Figure 1. Ports around the boundary.
Pins as bars across the die edge, other pins in gray.
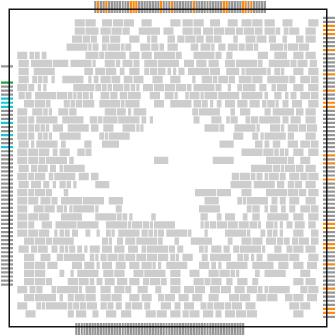
Figure 2. Clock network drawn from the DEF.
Scale bar: 20 µm.
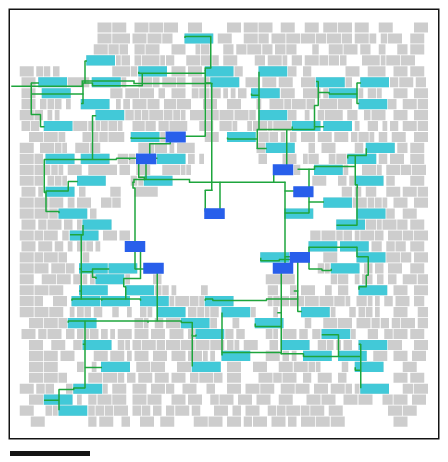
`config.mk`:
```
export PLATFORM = sky130hd
export DESIGN_NAME = smu_dcu_arb
export DESIGN_NICKNAME = d
export VERILOG_FILES = /design/src/rtl/smu_dcu_arb.sv
export SDC_FILE = /design/constraint.sdc
export NUM_CORES = 1
export LEC_CHECK = 0
export CORE_MARGIN = 2
export CORE_UTILIZATION = 41
export CTS_CLUSTER_SIZE = 28
export DETAILED_ROUTE_END_ITERATION = 10
export PLACE_DENSITY = 0.92
export SYNTH_ARGS = -nofsm -noshare
export SYNTH_HDL_FRONTEND = slang
export SYNTH_SLANG_ARGS = --single-unit
```
`constraint.sdc`:
```
create_clock -name clk -period 4.9 [get_ports clk]
set_clock_uncertainty 0.2 [all_clocks]
set_input_delay 0.98 -clock clk [delete_from_list [all_inputs] [get_ports clk]]
set_output_delay 0.98 -clock clk [all_outputs]
set_load 0.03 [all_outputs]
```
`src/rtl/smu_dcu_arb.sv`:
```
// Arbitrates istore-miss, dribbler spill and dribbler fill traffic onto
// the single DCU command port, with load-return tracking and flush kill.
module smu_dcu_arb #(
   parameter int RF_AW = 6
) (
   input  logic             clk,
   input  logic             reset,
   input  logic             smiss_req,
   input  logic [31:0]      smiss_addr,
   input  logic [31:0]      smiss_data,
   input  logic             spill_req,
   input  logic [31:0]      spill_addr,
   input  logic [31:0]      spill_data,
   input  logic             fill_req,
   input  logic [31:0]      fill_addr,
   input  logic [RF_AW-1:0] fill_rf_addr,
   output logic             smiss_gnt,
   output logic             spill_gnt,
   output logic             fill_gnt,
   input  logic             dcu_smu_stall,
   input  logic             smu_data_vld,
   input  logic             iu_smu_flush,
   output logic             smu_ld,
   output logic             smu_st,
   output logic             smu_na_st,
   output logic [31:0]      smu_addr,
   output logic [31:0]      smu_data,
   output logic             smu_we,
   output logic [RF_AW-1:0] smu_rf_addr,
   output logic             arb_busy
);

   typedef enum logic [1:0] {IDLE, ISSUE, LDWAIT} state_t;
   typedef enum logic [1:0] {OWN_SMISS, OWN_SPILL, OWN_FILL} own_t;

   state_t           state_q, state_d;
   own_t             own_q, own_d;
   logic [31:0]      addr_q, addr_d;
   logic [31:0]      data_q, data_d;
   logic [RF_AW-1:0] rf_q, rf_d;
   logic             last_fill_q, last_fill_d;
   logic             kill_q, kill_d;
   logic             fill_ok, spill_ok, accept, issue;

   assign fill_ok  = fill_req & ~iu_smu_flush;
   assign spill_ok = spill_req & ~iu_smu_flush;
   assign accept   = (state_q == ISSUE) & ~dcu_smu_stall;

   always_comb begin
      state_d     = state_q;
      own_d       = own_q;
      addr_d      = addr_q;
      data_d      = data_q;
      rf_d        = rf_q;
      last_fill_d = last_fill_q;
      kill_d      = kill_q;
      unique case (state_q)
         IDLE: begin
            if (smiss_req) begin
               own_d   = OWN_SMISS;
               addr_d  = smiss_addr;
               data_d  = smiss_data;
               state_d = ISSUE;
            end else if (fill_ok && (!spill_ok || !last_fill_q)) begin
               own_d   = OWN_FILL;
               addr_d  = fill_addr;
               data_d  = '0;
               rf_d    = fill_rf_addr;
               state_d = ISSUE;
            end else if (spill_ok) begin
               own_d   = OWN_SPILL;
               addr_d  = spill_addr;
               data_d  = spill_data;
               state_d = ISSUE;
            end
         end
         ISSUE: begin
            if (accept) begin
               if (own_q == OWN_FILL) begin
                  state_d     = LDWAIT;
                  last_fill_d = 1'b1;
                  kill_d      = iu_smu_flush;
               end else begin
                  state_d = IDLE;
                  if (own_q == OWN_SPILL) last_fill_d = 1'b0;
               end
            end else if (iu_smu_flush && own_q != OWN_SMISS) begin
               // stalled dribbler command is simply dropped
               state_d = IDLE;
            end
         end
         LDWAIT: begin
            if (smu_data_vld) begin
               state_d = IDLE;
               kill_d  = 1'b0;
            end else if (iu_smu_flush) begin
               kill_d = 1'b1;
            end
         end
         default: state_d = IDLE;
      endcase
   end

   always_ff @(posedge clk) begin
      if (reset) begin
         state_q     <= IDLE;
         own_q       <= OWN_SMISS;
         addr_q      <= '0;
         data_q      <= '0;
         rf_q        <= '0;
         last_fill_q <= 1'b0;
         kill_q      <= 1'b0;
      end else begin
         state_q     <= state_d;
         own_q       <= own_d;
         addr_q      <= addr_d;
         data_q      <= data_d;
         rf_q        <= rf_d;
         last_fill_q <= last_fill_d;
         kill_q      <= kill_d;
      end
   end

   assign issue       = ~reset & (state_q == ISSUE);
   assign smu_ld      = issue & (own_q == OWN_FILL);
   assign smu_st      = issue & (own_q != OWN_FILL);
   assign smu_na_st   = issue & (own_q == OWN_SMISS);
   assign smu_addr    = issue ? addr_q : '0;
   assign smu_data    = smu_st ? data_q : '0;
   assign smiss_gnt   = issue & ~dcu_smu_stall & (own_q == OWN_SMISS);
   assign spill_gnt   = issue & ~dcu_smu_stall & (own_q == OWN_SPILL);
   assign fill_gnt    = issue & ~dcu_smu_stall & (own_q == OWN_FILL);
   assign smu_we      = ~reset & (state_q == LDWAIT) & smu_data_vld & ~kill_q;
   assign smu_rf_addr = smu_we ? rf_q : '0;
   assign arb_busy    = ~reset & (state_q != IDLE);

endmodule

```
==> summary.txt <==
Numbers from the implementation run.

The storage element area is 1520 µm². Per the cell usage report, the commonest logic cell in the layout is clkdlybuf4s50_1. Per the layout area report, the combinational fraction of cell area is 35.6%. The final standard cell count with taps included and fillers excluded is 874. Per the timing report, the most critical flop-to-flop path finishes at addr_q[30]$_SDFFE_PP0P_.

The number of primary I/O pins is 252. Traced cell by cell, the critical path runs through nand2b_1 > nor2_2 > and2_1 > clkdlybuf4s50_1. The clock tree from TritonCTS is yes. The sequential portion of the cell area is 22.1%. The net total in the final layout is 911. The max-slew check reports its worst relative slack as 30.8%. Per the run summary, max-cap violations total 0.

The initial detailed-routing violation count is 265. The final non-filler cell area is 6870 µm². Synthesis handed over a netlist of 513 instances. The initial antenna violation count is 0. The final weighted congestion in routability-driven placement is 0.837. The fraction of synthesis flops using an asynchronous set or reset pin is 0%. The synthesis report names the predominant flop master as dfxtp_1. For this design, the CTS-stage hold fixing added 0 buffers.

The count of clock buffers in the final design is 12. The CTS report gives the tree buffer count as 9. The area growth from synthesis to layout is 60.0%.

The overall overflow remaining after global route is 0. The post-synthesis area per instance is 8.37 µm². Leaving out fill and tap cells, the most frequent cells in the layout are 249 x clkdlybuf4s50_1, 76 x dfxtp_1, 75 x a21oi_1. The report lists the number of standard-cell rows as 37. The fraction of final layout cells sized beyond drive strength 1 is 5.56%.

The worst-case hold slack is 0.255 ns. The flow ran to the end, and the final reports show no timing, DRC or antenna violations. The largest incremental delay on the critical path is 0.84 ns. Per the hold report, the tightest min-delay path originates at data_q[29]$_SDFFE_PP0P_. The post-synth design cell area is 4300 µm². The setup slack after layout is 0.847 ns. The fill cell total of the finished layout is 807. The sequential cell count is 76. The final timing report lists a hold violation count of 0. In this run the worst hold path is classified as reg2reg. The final layout reports a setup TNS of 0 ns. The overall power after layout is 1.54 mW. The clock transition at the registers of the reported paths is 0.07 ns. The pin count of the biggest net entering global routing is 70. The fraction of cell area in non-clock buffers is 37.4%. The critical path starts at state_q[0]$_SDFFE_PP0P_. The floorplan step set the die width to 106 µm. The number of remaining DRC errors is 0.

The clock latency at the later pin of the worst-skew pair is 0.33 ns. The H-tree generated during clock tree synthesis spans 3 levels. Counting cells, the worst reg-to-reg path comes to 4. From the final report, the count of setup violators was given as 0. The count of inverters other than clock inverters in the layout is 4. The multi-input logic area is 2450 µm². The count of cells along the worst hold path is 2. Wires add up to 14500 µm. The area share of the largest cell type after synthesis is 35.4%.

According to the floorplan report, the total die area is 11300 µm². Looking at the area split, the leading class of cells is non-clock buffers. The first detailed-routing pass took 5 iterations.

The number of non-clock buffers in the layout is 258. The final design was reported to hold multi-input combinational gates totalling 385. Data on the critical path is required at its endpoint by 3.72 ns.

The vertical extent of the die is 106 µm. The cell at the root of the clock tree is clkbuf_8. The number of clock sinks is 76.
-- Figure 1 (at the start) --
| color | port | pins | direction | edge |
|---|---|---|---|---|
| green | fill_req | 1 | input | left |
| cyan | smu_rf_addr | 6 | output | left |
| orange | spill_addr | 32 | input | 19 right, 13 top |

-- Figure 2 (at the start) --
[blue] clock-net drivers | count: 9
[cyan] flip-flops | count: 76
[green] clock wires | length: 919 µm
routed clock nets: 10
flops lie: widely spread

-- worst max path at each step --
stage | cells after the start | end
global placement | 4 | smu_addr[8]
global route | 4 | smu_addr[25]
finish | 4 | smu_addr[25]
CTS | 4 | smu_addr[25]
floorplan | 3 | spill_gnt
detailed placement | 4 | smu_addr[25]
-- cell usage after synthesis, types with 3 or more instances --
cell type and n:
ha_1 3, buf_6 8, and2_1 71, or3_1 32, nand2_1 42, a22oi_1 31, dfxtp_1 76, inv_1 4
nor2_1 36, a211oi_2 10, clkbuf_1 15, buf_2 11, a21oi_1 75, buf_4 12, mux2i_1 33, nand3_1 7
a211oi_1 22
-- critical path: cells and delay by family (launching register included) --
| kind | cells | cell delay [ns] |
|---|---|---|
| buf+inv | 1 | 0.70 |
| simple gates | 3 | 1.36 |
| flops | 1 | 0.48 |
-- sequential cells by signal (all words and copies together), names as in the netlist --
register     cells
rf_q             6
addr_q          32
own_q            2
state_q          2
kill_q           1
last_fill_q      1
data_q          32
-- per-layer routing --
metal	part of all wire [%]	vias to the layer above	track usage (%)
met4	2.8	0	8.36
met3	7.5	30	5.70
met2	52	220	48.1
met5	0	-	0
li1	-	2245	-
met1	38	2157	26.9
-- power by group --
group / switching, mW / internal, mW / total, mW
combinational: 0.211 / 0.239 / 0.449
sequential: 0.0277 / 0.672 / 0.699
clock: 0.212 / 0.180 / 0.392
total: 0.450 / 1.09 / 1.54
-- kinds of logic (layout without fill, tap and decap cells) --
logic type,after synthesis,count (layout),synth area share (%)
AND/OR/NAND/NOR,203,203,25.7
buffers and inverters,52,277,7.60
multiplexers,33,33,7.69
flip-flops,76,76,35.4
adder cells (fa/ha/maj),3,3,0.874
AND-OR/OR-AND,146,146,22.7
Power and IR drop assume default switching activity.
